==> config.mk <==
export PLATFORM = sky130hd
export DESIGN_NAME = mem_port_arb
export DESIGN_NICKNAME = d
export VERILOG_FILES = /design/src/rtl/mem_port_arb.sv
export SDC_FILE = /design/constraint.sdc
export NUM_CORES = 1
export LEC_CHECK = 0
export CORE_MARGIN = 8
export CORE_UTILIZATION = 30
export DETAILED_ROUTE_END_ITERATION = 12
export PLACE_DENSITY_LB_ADDON = 0.25
export SYNTH_ARGS = -nofsm -noshare
export SYNTH_HDL_FRONTEND = slang
export SYNTH_SLANG_ARGS = --single-unit
==> constraint.sdc <==
create_clock -name clk -period 1.56 [get_ports clk]
set_input_delay 0.39 -clock clk [delete_from_list [all_inputs] [get_ports clk]]
set_output_delay 0.39 -clock clk [all_outputs]
set_load 0.02 [all_outputs]
==> src/rtl/mem_port_arb.sv <==
`default_nettype none
// ============================================================================
// Module      : mem_port_arb
// Description : Arbiter/sequencer for the single-port synchronous memory of
//               the MPU core. Shares the port between instruction fetch (IF)
//               and load/store (LS), drives registered memory controls,
//               returns read data with valid strobes and stalls the core
//               while a load/store is pending.
//               Optional macro MEM_ARB_ROUND_ROBIN_EN replaces LS-priority
//               with starvation limit by round-robin arbitration.
// Revision    : 1.0 - initial release
// ============================================================================
module mem_port_arb #(
    parameter int ADDR_W     = 32,
    parameter int DATA_W     = 32,
    parameter int STARVE_MAX = 3
) (
    input  logic                  clk,
    input  logic                  rst,
    input  logic                  if_req,
    input  logic [ADDR_W-1:0]     if_addr,
    output logic                  if_gnt,
    output logic                  if_rvalid,
    output logic [DATA_W-1:0]     if_rdata,
    input  logic                  ls_req,
    input  logic                  ls_we,
    input  logic [DATA_W/8-1:0]   ls_be,
    input  logic [ADDR_W-1:0]     ls_addr,
    input  logic [DATA_W-1:0]     ls_wdata,
    output logic                  ls_gnt,
    output logic                  ls_rvalid,
    output logic [DATA_W-1:0]     ls_rdata,
    output logic [ADDR_W-1:0]     mem_addr,
    output logic                  mem_we,
    output logic [DATA_W/8-1:0]   mem_be,
    output logic [DATA_W-1:0]     mem_wdata,
    input  logic [DATA_W-1:0]     mem_rdata,
    output logic                  stall
);

    localparam int c_BE_W = DATA_W / 8;

    localparam logic [1:0] c_IDLE = 2'd0;
    localparam logic [1:0] c_RD   = 2'd1;
    localparam logic [1:0] c_RESP = 2'd2;
    localparam logic [1:0] c_WR   = 2'd3;

    logic [1:0]        r_state;
    logic [1:0]        w_state_nxt;
    logic              r_owner_ls;
    logic [ADDR_W-1:0] r_mem_addr;
    logic              r_mem_we;
    logic [c_BE_W-1:0] r_mem_be;
    logic [DATA_W-1:0] r_mem_wdata;

    logic w_grant_ok;
    logic w_ls_wins;
    logic w_if_gnt;
    logic w_ls_gnt;
    logic w_resp;

    // Word alignment drops the two byte-offset bits of both address inputs.
    logic w_unused;
    assign w_unused = ^{if_addr[1:0], ls_addr[1:0]};

`ifdef MEM_ARB_ROUND_ROBIN_EN
    logic r_last_ls;

    // Requester not granted last wins contention; starts at IF so LS wins first.
    always_comb begin
        w_ls_wins = ls_req & (~if_req | ~r_last_ls);
    end

    // Remember which requester received the most recent grant.
    always_ff @(posedge clk) begin
        if (!rst) begin
            r_last_ls <= 1'b0;
        end else if (w_ls_gnt) begin
            r_last_ls <= 1'b1;
        end else if (w_if_gnt) begin
            r_last_ls <= 1'b0;
        end
    end
`else
    localparam int             c_CNT_W      = (STARVE_MAX < 1) ? 1 : $clog2(STARVE_MAX + 1);
    localparam logic [c_CNT_W-1:0] c_STARVE_MAX = c_CNT_W'(STARVE_MAX);

    logic [c_CNT_W-1:0] r_starve;

    // LS has priority unless IF has already waited through STARVE_MAX LS grants.
    always_comb begin
        w_ls_wins = ls_req & (~if_req | (r_starve != c_STARVE_MAX));
    end

    // Count consecutive LS grants while IF waits; clear when IF is served or idle.
    always_ff @(posedge clk) begin
        if (!rst) begin
            r_starve <= '0;
        end else if (w_if_gnt || !if_req) begin
            r_starve <= '0;
        end else if (w_ls_gnt && (r_starve != c_STARVE_MAX)) begin
            r_starve <= r_starve + 1'b1;
        end
    end
`endif

    // Grants only from IDLE or RESP, one winner at most, never during reset.
    always_comb begin
        w_grant_ok = rst & ((r_state == c_IDLE) | (r_state == c_RESP));
        w_ls_gnt   = w_grant_ok & w_ls_wins;
        w_if_gnt   = w_grant_ok & if_req & ~w_ls_wins;
    end

    // Next-state selection for the access sequencer.
    always_comb begin
        w_state_nxt = c_IDLE;
        case (r_state)
            c_IDLE, c_RESP: begin
                if (w_ls_gnt) begin
                    w_state_nxt = ls_we ? c_WR : c_RD;
                end else if (w_if_gnt) begin
                    w_state_nxt = c_RD;
                end else begin
                    w_state_nxt = c_IDLE;
                end
            end
            c_RD:    w_state_nxt = c_RESP;
            c_WR:    w_state_nxt = c_IDLE;
            default: w_state_nxt = c_IDLE;
        endcase
    end

    // State register.
    always_ff @(posedge clk) begin
        if (!rst) begin
            r_state <= c_IDLE;
        end else begin
            r_state <= w_state_nxt;
        end
    end

    // Launch the granted access on the memory port and record its owner.
    always_ff @(posedge clk) begin
        if (!rst) begin
            r_mem_addr  <= '0;
            r_mem_we    <= 1'b0;
            r_mem_be    <= '0;
            r_mem_wdata <= '0;
            r_owner_ls  <= 1'b0;
        end else if (w_ls_gnt) begin
            r_mem_addr <= {ls_addr[ADDR_W-1:2], 2'b00};
            r_mem_we   <= ls_we;
            r_mem_be   <= ls_we ? ls_be : {c_BE_W{1'b1}};
            if (ls_we) begin
                r_mem_wdata <= ls_wdata;
            end
            r_owner_ls <= 1'b1;
        end else if (w_if_gnt) begin
            r_mem_addr <= {if_addr[ADDR_W-1:2], 2'b00};
            r_mem_we   <= 1'b0;
            r_mem_be   <= {c_BE_W{1'b1}};
            r_owner_ls <= 1'b0;
        end else if (r_state == c_WR) begin
            // Write strobe lasts exactly one cycle.
            r_mem_we <= 1'b0;
            r_mem_be <= '0;
        end
    end

    // Response steering and stall generation.
    always_comb begin
        w_resp    = rst & (r_state == c_RESP);
        if_gnt    = w_if_gnt;
        ls_gnt    = w_ls_gnt;
        if_rvalid = w_resp & ~r_owner_ls;
        ls_rvalid = w_resp & r_owner_ls;
        if_rdata  = if_rvalid ? mem_rdata : '0;
        ls_rdata  = ls_rvalid ? mem_rdata : '0;
        stall     = rst & ((ls_req & ~w_ls_gnt) |
                           (r_owner_ls & ((r_state == c_RD) |
                                          ((r_state == c_RESP) & ~ls_rvalid))));
    end

    assign mem_addr  = r_mem_addr;
    assign mem_we    = r_mem_we;
    assign mem_be    = r_mem_be;
    assign mem_wdata = r_mem_wdata;

endmodule
`default_nettype wire

run_1/floorplan.png
Scale bar: 20 um. Pins as bars on the die edge. Tap cells in gray.
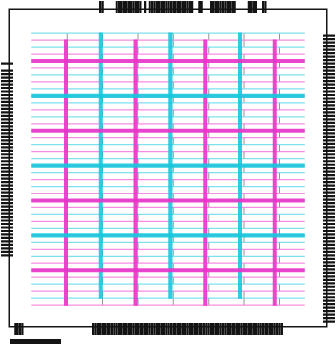
Key: cyan = VDD; magenta = VSS
7 straps on met4. The core has 39 rows. 143 tap cells. 40 met1 rails follow the rows. 7 straps on met5.
die x size: 123 um
Die Ht: 123 um
VDD IR max: 0.000543 V
core area: 11300 sq um

run_1/class_map.png
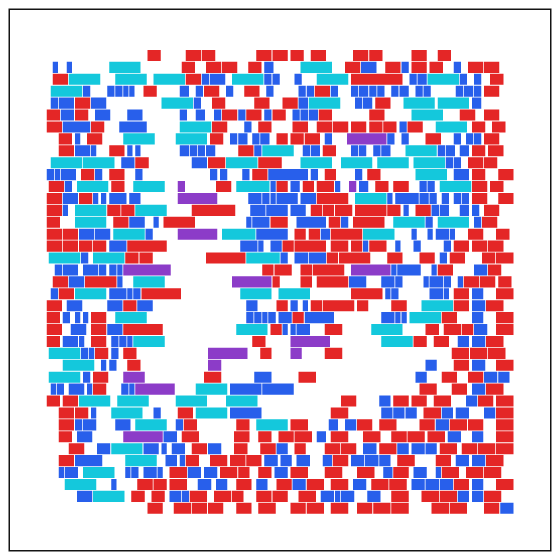
Key: cyan = registers [cells 72, share of their area 20%]; red = remaining buffers and delay cells [cells 319, share of their area 46%]; blue = remaining logic cells [cells 328, share of their area 31%]; purple = clock drivers and dummy loads [cells 15, share of their area 4.0%]
Design Area, Final: 7540 sq um
FP Rows: 39
fin util: 66.6%
flop share of the area: 19.2%

run_1/clock_wires.png
Scale bar: 20 um.
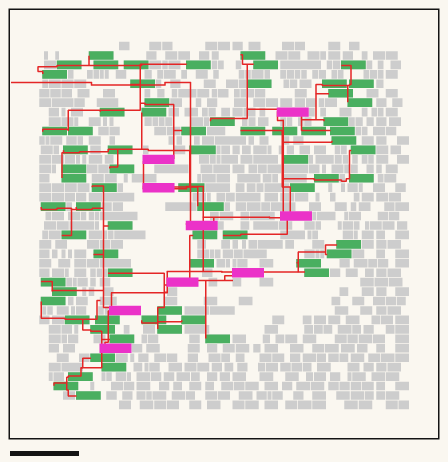
Key: green = flip-flops [count 72]; magenta = clock-net drivers [count 9]; red = clock wires [length 1030 um]
Position of the flops: spread over the die.
final setup skew: 0.00674 ns
Power Clock: 2070 uW
clock latency on the worst-skew pair: 0.33 ns
Clock Power Share: 37.5%

==> results.cfg, run 1 <==
; yosys + openroad results
[timing]
rsz0062_at_grt = true
period_needed_ns = 1.94
setup_ws_ns = -0.381
hold-worst-slack_ns = 0.442
finalSetupViolations = 98
finalClockPeriodUsage_pct = 124
hold_violations = 0
max_freq_ghz = 0.515
slew_violations = 0

[clock_tree]
clock-sinks = 72
cts.path.max_buffers = 2
cts_root_buf = clkbuf_16
hold_buffers = 0
cts_buffers = 9
cts_tree = built
clkTransAtPathRegs_ns = 0.06
cts.htree.levels = 3

[detailed_routing]
dr_total_vias = 4497
wirelength_mm = 18.2
drc = 0
firstDrtPassIters = 4
ant_nets = 0
routed_via_density = 5.12
drtIter0Drc = 313
wl_per_cell_um = 20.6

[global_route]
grt_max_degree = 40
grt_pass1_wl_mm = 25.5
grt_overflow = 0
grt_antenna_before_repair = 2
track_usage_pct = 21.4
grt_pass1_vias = 4416

[layout]
layout.nets = 868
drive_above_1_share_pct = 36.0
final_cells = 879
area_growth_pct = 118

[logic_synthesis]
syn_inst = 439
synth_area_sq_um = 3450
ys_cells = 439
yosysUniqueCellTypes = 34
post-synth-top-count-cell = nand3_1
avgSynthCellArea_sq_um = 7.86
ys_async_sr_fraction_pct = 0
synthTopCellsByCount = nand3_1 (79), dfxtp_1 (72), and2_1 (64)
ys_ff = 72
yosys-top-cells-area = dfxtp_1 (42%), and2_1 (12%), nand3_1 (11%)
yosys_area_sq_um = 3450
synthDominantCellAreaShare_pct = 41.8
flop_cell = dfxtp_1
yosysWarnings = 0
postSynthSeqShare_pct = 41.8
synth-edff-count = 0
yosysTopAreaCell = dfxtp_1

[die]
ioPinCount = 275
fp_util_pct = 30.5
dieArea_sq_um = 15200

[placement]
gp_congestion = 0.805
io_buffers = 268
place_area_sq_um = 6490
dp_cells = 837
dp_hpwl_mm = 12.0

[run]
cap_violations = 0
log.warning_count = 33

[run_status]
status = complete, but fails checks
failed_checks = setup timing

[setup_path]
crit_required_ns = 1.17
endpoint_kind = primary output
crit_arrival_ns = 1.55
worstSetupStartpointType = flop
timing.setup.critical_path_class = flop to primary output
cp_max_fo = 16

[worst_hold_path]
worst_hold_path_type = flop to flop

[power]
p_total_uw = 5500
p_leak_uw = 0.00323
power_density_nw_per_um2 = 730
==> run 1: final timing paths <==
check	start	endpoint	slack [ns]	cells after the start
worst min-delay path	mem_wdata[21]	mem_wdata[21]	0.44	2
worst max-delay path	r_state[0]	ls_rdata[15]	-0.38	6
worst min register to register	mem_wdata[21]	mem_wdata[21]	0.44	2
worst max register to register	r_starve[1]	mem_wdata[2]	-0.11	8
==> run 1: stage by stage <==
step,setup TNS (ns),worst slack (ns)
2_1_floorplan,-0.0751,-0.0392
3_3_place_gp,-110.26,-1.05
3_5_place_dp,-116.13,-1.09
4_1_cts,-29.44,-0.468
5_1_grt,-31.54,-0.438
6_report,-25.50,-0.381
==> run 1: critical path: stages (launching register included) <==
cell	delay (ns)
dfxtp_2	0.33
buf_6	0.12
nor2b_4	0.11
and3_4	0.25
buf_12	0.15
and2_4	0.15
buf_6	0.11
==> run 1: flip-flops by register name (all words and copies together) (netlist names) <==
name / flops
mem_be: 4
mem_wdata: 32
r_state: 2
mem_addr: 30
r_starve: 2
mem_we: 1
r_owner_ls: 1
==> run 1: kinds of logic after synthesis <==
family	count (synthesis)	share of synthesized area [%]
simple gates	220	33.5
compound gates	99	17.3
flops	72	41.8
buf+inv	46	6.96
fa+ha+maj	1	0.363
other cells	1	0.109
==> run 1: power by group <==
part           internal, uW  leakage (uW)  switching (uW)
clock                  1270      0.000145             793
sequential             1950      0.000591            60.8
combinational           746       0.00249             675
total                  3970       0.00323            1530
==> run 1: final cells by class <==
type / instances / area (sq um)
fillers: 923 / 3780
multi-input cells: 326 / 2250
clock buffers: 10 / 239
diodes: 2 / 5.00
repair buffers: 319 / 3360
clock inverters: 5 / 56.3
flip-flops and latches: 72 / 1450
well taps: 143 / 179
inverters: 2 / 7.51
==> run 1: repair_timing <==
item | in CTS | in global routing
cloned | 9 | 5
pin swaps | 17 | 46
endpoints found under the setup margin | 205 | 118
setup buffers | 12 | 4
resized | 478 | 134
==> run 1: layout by cell type (no fill, tap or decap), drive strengths merged, types with 15 or more instances in the layout <==
master and count:
a31oi 23, and2 64, buf 115, clkbuf 15
clkdlybuf4s50 129, dfxtp 72, dlygate4sd2 69, nand2 53
nand3 79, o21ai 57
==> run 1: routing by layer <==
metal	track usage, %	vias to the layer above	routed length (um)	share of wire [%]
met3	7.31	29	1860	10
met4	6.55	0	376	2.1
met2	37.0	227	9100	50
met5	0	-	0	0
li1	-	2118	-	-
met1	24.4	2123	6810	38
run_1/layers.png
Scale bar: 20 um. Only two layers are drawn.
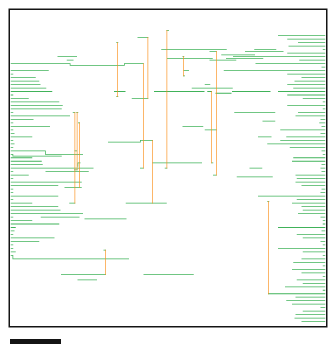

==> run 2, diff against run 1 <==
Settings changed: PLACE_DENSITY set to 0.77, PLACE_DENSITY_LB_ADDON 0.25 to not set.
run_2/layers.png
Scale bar: 20 um. Only two layers are drawn.
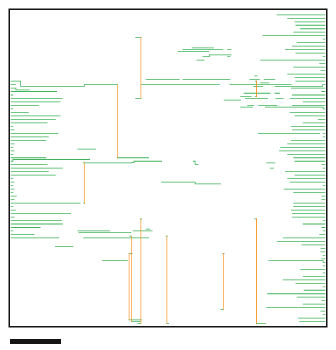
Key: orange = M4 [wire length 271 um]; green = M3 [wire length 1780 um]
WL per Instance: 20.6 um
all-layer global routing usage: 21.6%

run_2/clock_nets.png
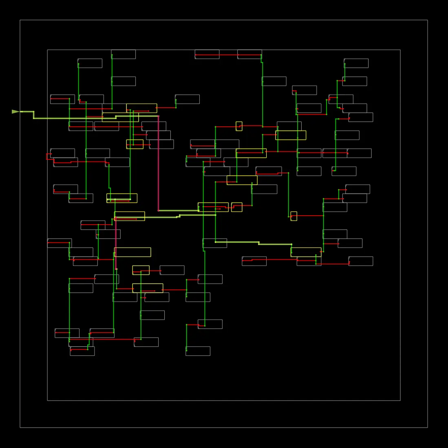
Layout clock buffers: 11
Power Clock: 2280 uW
Sink Count: 72

run_2/class_map.png
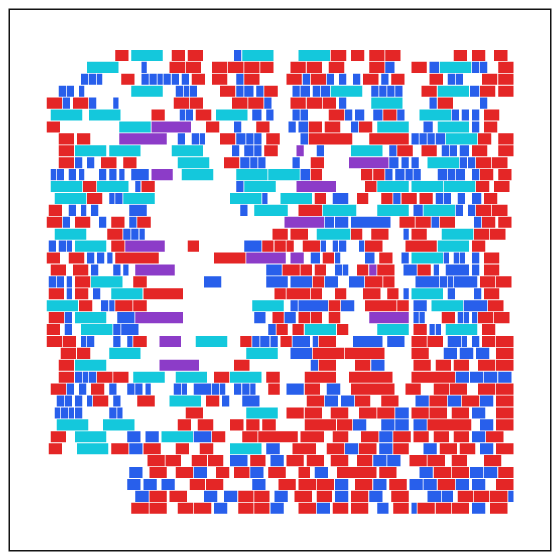
Key: red = remaining buffers and delay cells [cells 335, share of their area 48%]; cyan = registers [cells 72, share of their area 20%]; purple = clock drivers and dummy loads [cells 16, share of their area 4.5%]; blue = remaining logic cells [cells 328, share of their area 28%]
Design Area, Final: 7570 sq um
fin util: 66.9%
flop share of the area: 19.1%

==> run 2 against run 1 <==
Effect of this change: the flow still finishes with violations (setup timing); setup slack lost 0.053 ns; final cell count increased by 1.7%; clock skew is 0.0024 ns lower; power grew 3.7%; register-to-register slack better by 0.10 ns; critical path type unchanged; critical endpoint is now if_rdata[4].
==> results.cfg, run 2 <==
; yosys + openroad results
[setup_path]
worstSetupStartpointType = flop
crit_required_ns = 1.17
cp_cell_sequence = nand2b_4 -> nor3b_4 -> buf_6 -> clkbuf_16 -> and2_2 -> buf_6
cp_slowest_cell = dfxtp_2
cp_max_fo = 8
cpMostUsedCell = buf_6
crit_arrival_ns = 1.60
cp_slowest_stage_delay_ns = 0.34
timing.setup.critical_path_class = flop to primary output

[detailed_routing]
routed_via_density = 5.14
wirelength_mm = 18.4
drc = 0

[die]
ioPinCount = 275
fp_util_pct = 30.5
core_area_sq_um = 11300

[global_route]
grt_overflow = 0
grt_pass1_vias = 4579

[run_status]
failed_checks = setup timing
status = complete, but fails checks

[layout]
layout.nets = 884

[run]
cap_violations = 0

[timing]
setup_ws_ns = -0.433
rsz0062_at_grt = true
period_needed_ns = 1.99
finalSetupViolations = 71

[logic_synthesis]
synthDominantCellAreaShare_pct = 41.8
synth-edff-count = 0
xor_area_share_pct = 0
yosysUniqueCellTypes = 34
synth_area_sq_um = 3450

[clock_tree]
cts_root_buf = clkbuf_16
cts.htree.levels = 3
clock_latency_ns = 0.33
hold_buffers = 0
cts.path.max_buffers = 2

[placement]
place_area_sq_um = 6510
dp_cells = 843

[power]
power_density_nw_per_um2 = 753
run 2: cell types whose count changed in the layout (fill, tap and decap cells not counted), sizes merged:
| cell | before | now |
|---|---|---|
| clkinvlp | 1 | 0 |
| bufinv | 1 | 2 |
| clkbuf | 15 | 17 |
| clkinv | 2 | 3 |
| buf | 115 | 131 |
| inv | 3 | 2 |
| diode | 2 | 0 |
| bufbuf | 1 | 0 |
run 2: final cells by class:
| cell class | instances | area (sq um) |
|---|---|---|
| multi-input cells | 326 | 2070 |
| clock buffers | 11 | 253 |
| clock inverters | 5 | 78.8 |
| inverters | 2 | 7.51 |
| flip-flops and latches | 72 | 1450 |
| well taps | 143 | 179 |
| repair buffers | 335 | 3540 |
| fillers | 926 | 3750 |
run 2: cells by family (layout without fill, tap and decap cells):
| family | count (synthesis) | in the layout |
|---|---|---|
| buffers and inverters | 46 | 353 |
| adder cells (fa/ha/maj) | 1 | 1 |
| flip-flops | 72 | 72 |
| AND/OR/NAND/NOR | 220 | 224 |
| other | 1 | 2 |
| AND-OR/OR-AND | 99 | 99 |
run 2: final timing paths:
kind | cells past startpoint | to | slack [ns]
max reg2reg | 8 | mem_wdata[30] | -0.01
max | 6 | if_rdata[4] | -0.43
min reg2reg | 2 | mem_wdata[27] | 0.44
min | 2 | mem_wdata[27] | 0.44
run 2: routing by layer:
| metal | track usage (%) | routed length [um] |
|---|---|---|
| met5 | 0 | 0 |
| met4 | 6.92 | 270 |
| met3 | 6.48 | 1780 |
| met1 | 24.4 | 6960 |
| met2 | 38.1 | 9420 |
run 2: worst max-delay path, delay by kind of cell, from the launching register on:
kind / cells / cell delay (ns)
buffers and inverters: 3 / 0.42
flip-flops: 1 / 0.34
AND/OR/NAND/NOR: 3 / 0.52
run 2: through the flow:
step / setup WS, ns / TNS, ns / power, uW
6_report: -0.433 / -28.11 / 5700
3_5_place_dp: -1.11 / -124.70 / 3300
5_1_grt: -0.481 / -32.56 / 5920
4_1_cts: -0.426 / -27.70 / 5670
2_1_floorplan: -0.0392 / -0.0751 / 2540
3_3_place_gp: -1.06 / -119.27 / 3280
run 2: timing repair:
item	4_1_cts	5_1_grt
gates cloned	10	6
pin swaps	21	24
buffers inserted	12	7
endpoints found under the setup margin	204	120
gates resized	541	65
run 2: report_power, final:
group | total (uW) | leakage, uW | internal (uW) | switching (uW)
registers | 2010 | 0.000591 | 1950 | 57.3
clock network | 2280 | 0.000165 | 1490 | 800
logic | 1410 | 0.00258 | 752 | 658
Power and IR drop assume default switching activity.
